[src/rtl/mem_subword_lsu_pkg.sv]
// Shared definitions for the sub-word load/store unit: access size codes,
// FSM state type and the alignment rule applied at request acceptance.
package mem_subword_lsu_pkg;

    localparam logic [1:0] SZ_BYTE = 2'b00;
    localparam logic [1:0] SZ_HALF = 2'b01;
    localparam logic [1:0] SZ_WORD = 2'b10;

    typedef enum logic [1:0] {
        IDLE  = 2'd0,
        READ  = 2'd1,
        WRITE = 2'd2,
        RESP  = 2'd3
    } lsu_state_t;

    // True when the request can never be issued: illegal size or misaligned lane.
    function automatic logic req_bad(input logic [1:0] size, input logic [1:0] lane);
        logic bad;
        case (size)
            SZ_BYTE: bad = 1'b0;
            SZ_HALF: bad = lane[0];
            SZ_WORD: bad = (lane != 2'b00);
            default: bad = 1'b1;
        endcase
        return bad;
    endfunction

endpackage

[src/rtl/mem_subword_lsu_lane.sv]
// Lane logic shared by both directions: extracts and extends a load lane,
// and builds the read-modify-write word for a sub-word store.
module subword_lane
    import mem_subword_lsu_pkg::*;
(
    input  logic [1:0]  size,
    input  logic [1:0]  lane,
    input  logic        is_unsigned,
    input  logic [31:0] word_in,
    input  logic [31:0] store_data,
    output logic [31:0] load_ext,
    output logic [31:0] merged_word
);

    logic [7:0]  byte_sel;
    logic [15:0] half_sel;

    always_comb begin
        byte_sel    = word_in[7:0];
        half_sel    = lane[1] ? word_in[31:16] : word_in[15:0];
        load_ext    = word_in;
        merged_word = store_data;

        case (lane)
            2'd1:    byte_sel = word_in[15:8];
            2'd2:    byte_sel = word_in[23:16];
            2'd3:    byte_sel = word_in[31:24];
            default: byte_sel = word_in[7:0];
        endcase

        case (size)
            SZ_BYTE: begin
                load_ext    = {{24{~is_unsigned & byte_sel[7]}}, byte_sel};
                merged_word = word_in;
                case (lane)
                    2'd1:    merged_word[15:8]  = store_data[7:0];
                    2'd2:    merged_word[23:16] = store_data[7:0];
                    2'd3:    merged_word[31:24] = store_data[7:0];
                    default: merged_word[7:0]   = store_data[7:0];
                endcase
            end
            SZ_HALF: begin
                load_ext    = {{16{~is_unsigned & half_sel[15]}}, half_sel};
                merged_word = word_in;
                if (lane[1])
                    merged_word[31:16] = store_data[15:0];
                else
                    merged_word[15:0]  = store_data[15:0];
            end
            default: ;
        endcase
    end

endmodule

[src/rtl/mem_subword_lsu.sv]
// Byte-addressed load/store front end for a single-port word memory:
// word-aligned accesses, read-modify-write for sub-word stores, load extension.
module mem_subword_lsu
    import mem_subword_lsu_pkg::*;
#(
    parameter int TIMEOUT = 255
) (
    input  logic        clk,
    input  logic        rst,
    input  logic        req_valid,
    output logic        req_ready,
    input  logic        req_we,
    input  logic [1:0]  req_size,
    input  logic        req_unsigned,
    input  logic [31:0] req_addr,
    input  logic [31:0] req_wdata,
    output logic        resp_valid,
    output logic [31:0] resp_rdata,
    output logic        resp_err,
    output logic [31:0] mem_addr,
    output logic        mem_re,
    output logic        mem_we,
    output logic [31:0] mem_wdata,
    input  logic [31:0] mem_rdata,
    input  logic        mem_ack
);

    localparam int CW = (TIMEOUT < 2) ? 1 : $clog2(TIMEOUT + 1);

    lsu_state_t  state, state_next;
    logic        we_q;
    logic [1:0]  size_q;
    logic        uns_q;
    logic [1:0]  lane_q;
    logic [31:0] wdata_q;
    logic        err_q;
    logic [CW-1:0] tcnt;

    logic        accept_bad;
    logic        timeout_hit;
    logic [31:0] load_ext;
    logic [31:0] merged_word;

    assign accept_bad  = req_bad(req_size, req_addr[1:0]);
    assign timeout_hit = (TIMEOUT != 0) && !mem_ack && (tcnt == CW'(TIMEOUT - 1));

    assign req_ready  = (state == IDLE);
    assign resp_valid = (state == RESP);
    assign resp_err   = (state == RESP) && err_q;
    assign mem_re     = (state == READ);
    assign mem_we     = (state == WRITE);

    subword_lane u_lane (
        .size        (size_q),
        .lane        (lane_q),
        .is_unsigned (uns_q),
        .word_in     (mem_rdata),
        .store_data  (wdata_q),
        .load_ext    (load_ext),
        .merged_word (merged_word)
    );

    always_comb begin
        state_next = state;
        case (state)
            IDLE: begin
                if (req_valid) begin
                    if (accept_bad)
                        state_next = RESP;
                    else if (req_we && req_size == SZ_WORD)
                        state_next = WRITE;
                    else
                        state_next = READ;
                end
            end
            READ: begin
                if (mem_ack)
                    state_next = we_q ? WRITE : RESP;
                else if (timeout_hit)
                    state_next = RESP;
            end
            WRITE: begin
                if (mem_ack || timeout_hit)
                    state_next = RESP;
            end
            default: state_next = IDLE;
        endcase
    end

    // resp_rdata is cleared at acceptance, so stores, errors and timeouts report zero.
    always_ff @(posedge clk or posedge rst) begin
        if (rst) begin
            state      <= IDLE;
            we_q       <= 1'b0;
            size_q     <= SZ_BYTE;
            uns_q      <= 1'b0;
            lane_q     <= 2'b00;
            wdata_q    <= '0;
            err_q      <= 1'b0;
            tcnt       <= '0;
            mem_addr   <= '0;
            mem_wdata  <= '0;
            resp_rdata <= '0;
        end else begin
            state <= state_next;
            case (state)
                IDLE: begin
                    if (req_valid) begin
                        we_q       <= req_we;
                        size_q     <= req_size;
                        uns_q      <= req_unsigned;
                        lane_q     <= req_addr[1:0];
                        wdata_q    <= req_wdata;
                        err_q      <= accept_bad;
                        tcnt       <= '0;
                        mem_addr   <= {req_addr[31:2], 2'b00};
                        resp_rdata <= '0;
                        if (!accept_bad && req_we && req_size == SZ_WORD)
                            mem_wdata <= req_wdata;
                    end
                end
                READ, WRITE: begin
                    if (mem_ack) begin
                        tcnt <= '0;
                        if (state == READ) begin
                            if (we_q)
                                mem_wdata <= merged_word;
                            else
                                resp_rdata <= load_ext;
                        end
                    end else if (timeout_hit) begin
                        err_q <= 1'b1;
                    end else begin
                        tcnt <= tcnt + CW'(1);
                    end
                end
                default: ;
            endcase
        end
    end

endmodule

[config.mk]
export PLATFORM = sky130hd
export DESIGN_NAME = mem_subword_lsu
export DESIGN_NICKNAME = d
export VERILOG_FILES = /design/src/rtl/mem_subword_lsu_pkg.sv /design/src/rtl/mem_subword_lsu_lane.sv /design/src/rtl/mem_subword_lsu.sv
export SDC_FILE = /design/constraint.sdc
export NUM_CORES = 1
export LEC_CHECK = 0
export ABC_AREA = 1
export ABC_CLOCK_PERIOD_IN_PS = 4600
export CAP_MARGIN = 15
export CELL_PAD_IN_SITES_DETAIL_PLACEMENT = 0
export CELL_PAD_IN_SITES_GLOBAL_PLACEMENT = 1
export CORE_ASPECT_RATIO = 0.7
export CORE_MARGIN = 2
export CORE_UTILIZATION = 25
export CTS_BUF_LIST = sky130_fd_sc_hd__clkbuf_16
export CTS_CLUSTER_SIZE = 8
export DETAILED_ROUTE_END_ITERATION = 10
export GPL_ROUTABILITY_DRIVEN = 0
export PLACE_DENSITY_LB_ADDON = 0.1
export SETUP_SLACK_MARGIN = 0.4
export SLEW_MARGIN = 40
export SYNTH_ARGS = -nofsm -noshare
export SYNTH_HDL_FRONTEND = slang
export SYNTH_SLANG_ARGS = --single-unit
[constraint.sdc]
create_clock -name clk -period 4.6 [get_ports clk]
set_input_delay 0.92 -clock clk [delete_from_list [all_inputs] [get_ports clk]]
set_output_delay 0.92 -clock clk [all_outputs]
set_load 0.01 [all_outputs]
==> run notes, run 1 <==
Observations from the implementation run.

Finish:
- The run gives the share of post-route cells with drive strength above 1 as under 10%.
- The run gives the layout sequential cell count as ~140.
- The library cells used most frequently in the layout, excluding fill and tap cells, are 408 x sky130_fd_sc_hd__nand2_1, 202 x sky130_fd_sc_hd__clkdlybuf4s50_1, 141 x sky130_fd_sc_hd__dfrtp_1.
- The run puts the number of nets in the layout at 1375.
- The run gives the buffer share of cell area as 19.5%.
- The run gives the non-clock buffer total of the final layout as 216.
- The run puts the fraction of area in clock buffers and inverters at 5.46%.
- In the final layout, the registers with the most flip-flops are mem_wdata: 32 flops, resp_rdata: 32 flops, wdata_q: 32 flops.
- The run gives the fill cell instance count of the final layout as between 3000 and 4000.
- The number of multi-input combinational cells in the layout is 793.
- The run gives the most frequently placed logic cell in the final layout as sky130_fd_sc_hd__nand2_1.

Power:
- The clock network burns 17.3% of the power.
- In this run, power in combinational logic comes to 4770 uW.
- Cell internal power was estimated by the tool at 4590 uW.
- The run gives the power drawn by the sequential cells as 2280 uW.
- The run gives the largest vdd supply drop as 0.476 mV.

Yosys:
- The run gives the most used flip-flop cell as sky130_fd_sc_hd__dfrtp_1.
- The run gives the largest non-sequential cell family by area as simple AND/OR/NAND/NOR gates.
- For reference, the top cells by count after synthesis are 409 x sky130_fd_sc_hd__nand2_1, 143 x sky130_fd_sc_hd__dfrtp_1, 93 x sky130_fd_sc_hd__nand3_1, 89 x sky130_fd_sc_hd__inv_1, 86 x sky130_fd_sc_hd__o21ai_0.
- The run puts the number of cell instances after yosys synthesis at 1089.
- The run puts the tally of unique sky130hd cells used after synthesis at 35.
- The synthesis stats list as the most numerous cell sky130_fd_sc_hd__nand2_1.
- The run gives the proportion of synthesized chip area in sequential cells as 44.5%.
- The run gives the library cell with the largest summed area after synthesis as sky130_fd_sc_hd__dfrtp_1.
- The run gives the flip-flop and latch count after synthesis as 143.

Floorplan:
- The run gives the total I/O pin count as 205.
- For this floorplan the total number of well-tap instances is between 400 and 500.
- The run gives the core utilization before placement as 25.6%.

Detailed routing:
- In the post-route report, total wirelength is listed as 32.4 mm.
- After detailed routing, the average wire length per cell comes to 19.1 um.
- The iteration count recorded for the first detailed-route pass is 5.
- The routed layout reports a DRC error count of 0.
- The run gives the detailed-routed wire length on met3 as around 1.6 mm.
- The run puts the initial detailed-routing violation count at 529.

Critical path:
- For the worst reg-to-reg path, the endpoint reported by OpenROAD is mem_wdata[15]$_DFFE_PP0P_.
- The signal on the critical path passes through inv_1 > ha_1 > clkdlybuf4s50_1.
- The run gives the kind of end point of the critical path as a primary output.
- The kind of cell with the highest combined delay along the critical path is buffers and inverters.
- The run puts the largest fanout on the critical path at 7.

Global route:
- In the global route stage, met1 resource usage came out at 30.3%.
- The global routing report lists met3 layer usage as 4.15%.

Final timing:
- The run puts the final critical-path share of the clock period at 62.4%.
- The end-of-flow timing check tallies setup violations at 0.
- Between clock sinks in the finished design, the worst skew comes to 11.1 ps.

Clock tree:
- The run gives the CTS buffer count as 17.
- The run puts the post-CTS resize count at 0.
- CTS reports a maximum clock tree buffer depth of 2.
- The run puts the buffers inserted during post-CTS setup optimization at 0.

Placed design:
- According to the dpl log, the detail-placed design has an HPWL of 24.1 mm.
- The run gives the worst slack after detailed placement as around 1300 ps.
- The run puts the post-detailed-placement cell area at 0.0104 sq mm.

Status:
- The run finished with clean final reports.

Worst hold path:
- The run gives the number of stages on the worst hold path as 2.
Figure 1. Placed cells, one color a class (run 1).
Scale: 1 px per um.
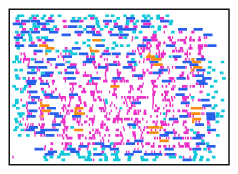
[blue] flops | cells: 143 | share of their area: 34%
[orange] clock drivers and dummy loads | cells: 31 | share of their area: 5.7%
[cyan] other buffers and delay cells | cells: 216 | share of their area: 21%
[magenta] all other logic | cells: 887 | share of their area: 40%
post-route design area: 0.0111 sq mm
share of the final layout cell area in sequential cells: 32.4%
core area: 0.0314 sq mm

Figure 2. Port wiring (run 1).
Scale: 2 px per um.
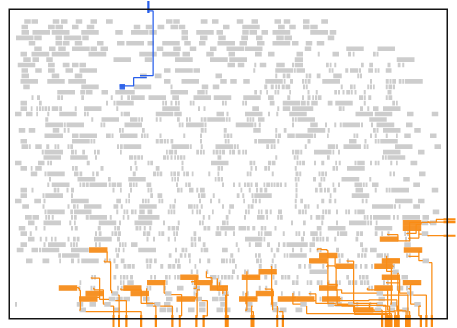
[blue] `rst` | direction: input | edge: north | end cells: 1 | buffers: 1 | wire: 58.7 um
[orange] `resp_rdata` | direction: output | edge: 29 south, 3 east | end cells: 32 | buffers: 32 | wire: 1070 um

Figure 3. Cell outlines without signal wires (run 1).
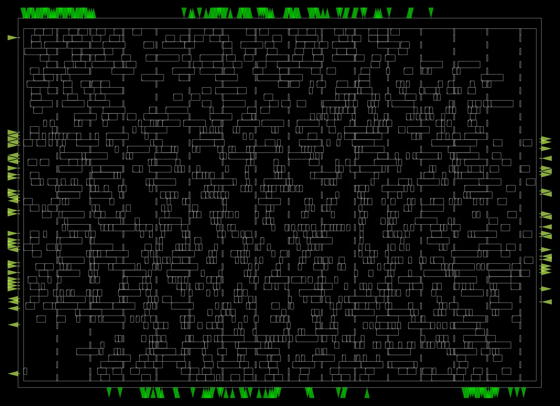
Layout Cells excl Fill: 1697
final cell utilization of the core: 35.2%

==> run 1 -> run 2 <==
- ABC_CLOCK_PERIOD_IN_PS: 4600 -> 2800
- clock period: 4.6 -> 2.8 ns (I/O delays scaled with it)
Figure 4. Sequential cells colored by netlist name (run 2).
Scale: 1 px per um. Other sequential cells in the stronger gray, the rest of the logic in the fainter gray.
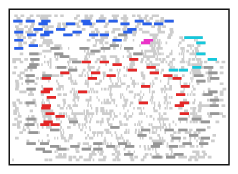
[red] `wdata_q` | flops: 32
[magenta] `state` | flops: 2
[blue] `mem_addr` | flops: 30
[cyan] `tcnt` | flops: 8
not colored: 71

Figure 5. Cell outlines without signal wires (run 2).
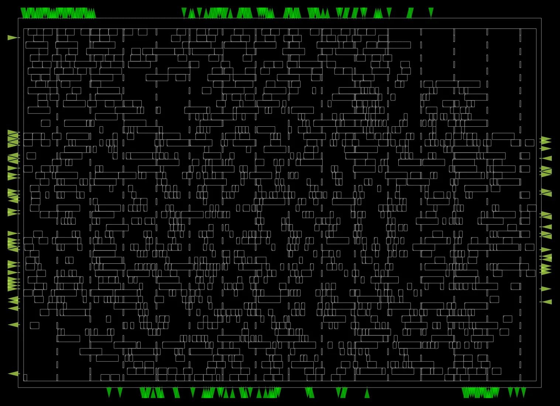
well-tap cell count: 420
Layout Cells excl Fill: 1709
Filler cells: 3410

==> run 2 against run 1 <==
- clock power grew 63%
- worst hold slack gained 2.9 ps
- combinational power up 68%
- register-to-register slack got worse by 1500 ps
- synthesized cell count unchanged
- die size unchanged
- sequential power rose by 63%
- synthesized area unchanged
- via count barely moved
==> run notes, run 2 <==
Observations from the implementation run.

Global route:
- Global route summary, busiest routing layer listed as met1.
- The run puts the via count of the first global-routing pass at approximately 7700.
- Entering global routing, the biggest net connects 63 pins.
- Global routing used under 10% of the available met3 tracks.
- The run gives the total congestion overflow as 0.
- For met1 alone, demand over resource in global routing was 29.4%.

Critical path:
- Along the critical path, the tally of buffer and inverter instances is 2.
- The run gives the largest fanout on the critical path as 7.
- STA classifies the critical path endpoint as a primary output.
- The most critical setup path has its endpoint at req_ready.
- The cell sequence reported for the critical path is inv_1 > ha_4 > clkdlybuf4s50_1.
- The run gives the dominant delay contributor by cell family on the critical path as buffers and inverters.
- The worst register-to-register path ends at resp_rdata[8]$_DFFE_PP0P_.
- The run puts the required time at the endpoint of the critical path at around 2200 ps.

Clock tree:
- The run gives the H-tree level count as 4.
- The run gives the post-CTS resize count as 2.
- Clock tree synthesis selected as its root buffer the cell sky130_fd_sc_hd__clkbuf_16.
- In this run, CTS created clock tree buffers numbering 17.
- Once the clock tree was built, the setup fixing pass inserted 0 buffers.
- CTS saw 143 sinks.
- The run puts the maximum count of clock buffers along a single path at 2.

Yosys:
- Yosys instantiated no cell more often than sky130_fd_sc_hd__nand2_1.
- The run gives the most used flip-flop cell as sky130_fd_sc_hd__dfrtp_1.
- Averaged over all synthesized cells, the footprint is 7.38 sq um.
- The run puts the adder-cell share of the synthesized area at 0.934%.
- The run puts the post-synth design cell area at between 0.008 and 0.009 sq mm.
- The run puts the count of library flops with an enable pin at 0.
- The synthesized design devotes to its leading area cell type between 40% and 50% of total area.
- The run puts the number of cell instances after yosys synthesis at between 1000 and 1500.
- For reference, the top cells by count after synthesis are 409 x sky130_fd_sc_hd__nand2_1, 143 x sky130_fd_sc_hd__dfrtp_1, 93 x sky130_fd_sc_hd__nand3_1, 89 x sky130_fd_sc_hd__inv_1, 86 x sky130_fd_sc_hd__o21ai_0.
- Of the combinational cells, the family taking the most area is simple AND/OR/NAND/NOR gates.
- Per Yosys stat, the portion of area used by sequential elements is 44.5%.
- Yosys reported a register bit count of between 100 and 150.
- The run gives the xor-xnor portion of the synthesized cell area as less than 1%.
- The run gives the library cell with the largest summed area after synthesis as sky130_fd_sc_hd__dfrtp_1.
- The run puts the yosys synthesis chip area at 0.00804 sq mm.
- The synthesized netlist contains 35 unique library cells.

Flow run:
- The number of maximum-capacitance violations recorded for the run is 0.

Power:
- The run puts the cell leakage power at 0.00528 uW.
- Looking at the group totals, the largest power group turns out to be combinational logic.
- The run puts the largest vdd supply drop at 0.449 mV.
- The completed layout was analyzed and its total power is 14100 uW.
- The run puts the internal power at 7640 uW.
- The flow reports power dissipated in combinational cells as 8010 uW.
- The run puts the power drawn by the sequential cells at approximately 3700 uW.
- The script extracted a net switching power of 6490 uW.
- In this run, the clock network consumes 17.0% of the power.

Finish:
- The run puts the final design utilization at 35.6%.
- The final layout report lists a non-clock buffer count of ~230.
- The run puts the share of post-route cells with drive strength above 1 at 9.39%.
- Per the cell usage report, the commonest logic cell in the layout is sky130_fd_sc_hd__nand2_1.
- The run puts the count of multi-input combinational gates at approximately 800.
- The run gives the fraction of area in clock buffers and inverters as under 10%.
- The run puts the buffer share of cell area at 20.5%.
- The run gives the number of nets in the layout as 1386.
- The library cells used most frequently in the layout, excluding fill and tap cells, are 408 x sky130_fd_sc_hd__nand2_1, 202 x sky130_fd_sc_hd__clkdlybuf4s50_1, 142 x sky130_fd_sc_hd__dfrtp_1.
- The largest registers in the layout are mem_wdata: 32 flops, resp_rdata: 32 flops, wdata_q: 32 flops.
- The run puts the cell area after layout at 0.0112 sq mm.
- The run puts the growth of design area from synthesis to finish at 39.2%.
- The run gives the sequential cell area share as a little under a third.
- The run puts the layout sequential cell count at 143.

Detailed routing:
- The detailed router finished its first iteration with between 500 and 600 violations.
- The run puts the detailed-router iteration count before antenna repair at 5.
- Summed over all layers, the routed wires come to 31.7 mm.
- The run puts the detailed-routed wire length on met3 at approximately 1.5 mm.
- Per the detail_route report, DRC violations left total 0.
- The run gives the wire length per cell as around 19 um.

Final timing:
- The tightest hold path in the finished design has a slack of 481 ps.
- The routed design could run at a clock period as short as 2320 ps.
- In the finished design, the share of the clock period the worst path needs comes to 82.8%.
- The run gives the worst clock skew as 12.3 ps.
- Setup repair after global routing could not meet its margin everywhere.
- The run gives the final tally of setup violations as 0.

Worst hold path:
- According to the hold report, the worst path is of the register to register type.
- The run gives the number of stages on the worst hold path as 2.

Placed design:
- The run puts the worst slack after detailed placement at 351 ps.
- The run puts the number of cells after detailed placement at 1677.
- The run gives the detailed placement HPWL as 23.7 mm.
- The run gives the post-detailed-placement cell area as roughly 0.011 sq mm.

Floorplan:
- According to the floorplan report, the total die area is 0.0336 sq mm.
- The run puts the total I/O pin count at 205.
- Before placement the cells fill about a quarter of the core.
- The run puts the total core area at about 0.031 sq mm.

Status:
- The flow ran to the end, and the final reports show no timing, DRC or antenna violations.
==> run 2 -> run 3 <==
- ABC_CLOCK_PERIOD_IN_PS: 2800 -> 1900
- clock period: 2.8 -> 1.9 ns (I/O delays scaled with it)
==> run 3 against run 2 <==
- non-clock buffer count grew 94
- combinational power grew 86%
- synthesized area is the same
- critical path type is now register to register
==> run notes, run 3 <==
Observations from the implementation run.

Critical path:
- The worst register-to-register path ends at mem_wdata[15]$_DFFE_PP0P_.
- Per STA, the worst path is made up of buf_6 > ha_4 > inv_1 > nand2_4 > nor2_2 > nand2_1 > a21oi_2 > buf_12 > buf_12 > clkbuf_16 > nand3_1 > nand2_1.
- The run puts the required time at the endpoint of the critical path at 2280 ps.
- The run gives the dominant delay contributor by cell family on the critical path as buffers and inverters.

Placed design:
- Once placement finished, the instance area stood at 0.0113 sq mm.
- The run puts the detailed placement HPWL at 24.4 mm.
- The run gives the number of cells after detailed placement as 1734.
- Setup slack on the worst path after placement came out at -255 ps.

Final timing:
- The run puts the final tally of setup violations at 0.
- The run gives the post-layout minimum cycle time as 1870 ps.

Finish:
- The run gives the sequential cell area share as 28.3%.
- The run gives the final cell count without fillers as approximately 1800.
- The run puts the layout sequential cell count at 143.
- Per the cell usage report, the commonest logic cell in the layout is sky130_fd_sc_hd__nand2_1.
- In the final design database the tool counted about 1500 nets.
- The run puts the non-clock buffer total of the final layout at 321.
- The run puts the fill cell instance count of the final layout at between 3000 and 4000.
- After layout the clock buffers and inverters come to 4.67% of cell area.

Status:
- The run finished with clean final reports.

Floorplan:
- The run gives the number of tapcells as around 420.
- During I/O placement, the number of pins put on the boundary was ~210.

Yosys:
- The run gives the library cell with the largest summed area after synthesis as sky130_fd_sc_hd__dfrtp_1.
- Among all flip-flop cells after synthesis, the most frequent one is sky130_fd_sc_hd__dfrtp_1.
- For reference, the top cells by count after synthesis are 409 x sky130_fd_sc_hd__nand2_1, 143 x sky130_fd_sc_hd__dfrtp_1, 93 x sky130_fd_sc_hd__nand3_1, 89 x sky130_fd_sc_hd__inv_1, 86 x sky130_fd_sc_hd__o21ai_0.

Flow run:
- The run gives the total of max-cap violations as 0.

Power:
- The run puts the power of the combinational group at ~15000 uW.
- The sequential power reported by the tool is 5580 uW.
- In this run the VDD rail shows a maximum IR drop of between 0.9 and 1 mV.

Clock tree:
- The run gives the H-tree level count as 4.
- The run gives the cell at the root of the clock tree as sky130_fd_sc_hd__clkbuf_16.
- The run gives the number of sinks on the clock net as 143.
- The run gives the maximum count of clock buffers along a single path as 2.

Detailed routing:
- The run puts the wire length per cell at 18.9 um.
- The run puts the initial detailed-routing violation count at 570.
- Summed over all nets, wire length on met3 after detailed routing comes to 1.61 mm.

Global route:
- The run puts the total congestion overflow at 0.
- Routing resource usage on met1 recorded by global route was between 30% and 40%.
- The run gives the via count of the first global-routing pass as around 8200.
Figure 6. Routed clock nets over the placement (run 3).
Scale: 1 px per um.
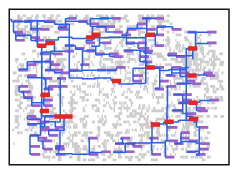
[red] cells driving clock nets | count: 17
[blue] clock wires | length: 2430 um
[purple] flip-flops | count: 143
routed clock nets: 18
clock insertion delay at the later pin of the skew report: 450 ps
Worst Skew: 13.9 ps

Figure 7. Placed cells, one color a class (run 3).
Scale: 1 px per um.
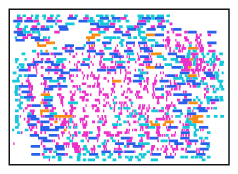
[orange] clock drivers and dummy loads | cells: 32 | share of their area: 4.9%
[blue] flops | cells: 143 | share of their area: 30%
[cyan] other buffers and delay cells | cells: 321 | share of their area: 27%
[magenta] all other logic | cells: 887 | share of their area: 38%
FP Rows: 54
final cell utilization of the core: 40.3%

Power is estimated from default activity; no workload was simulated.
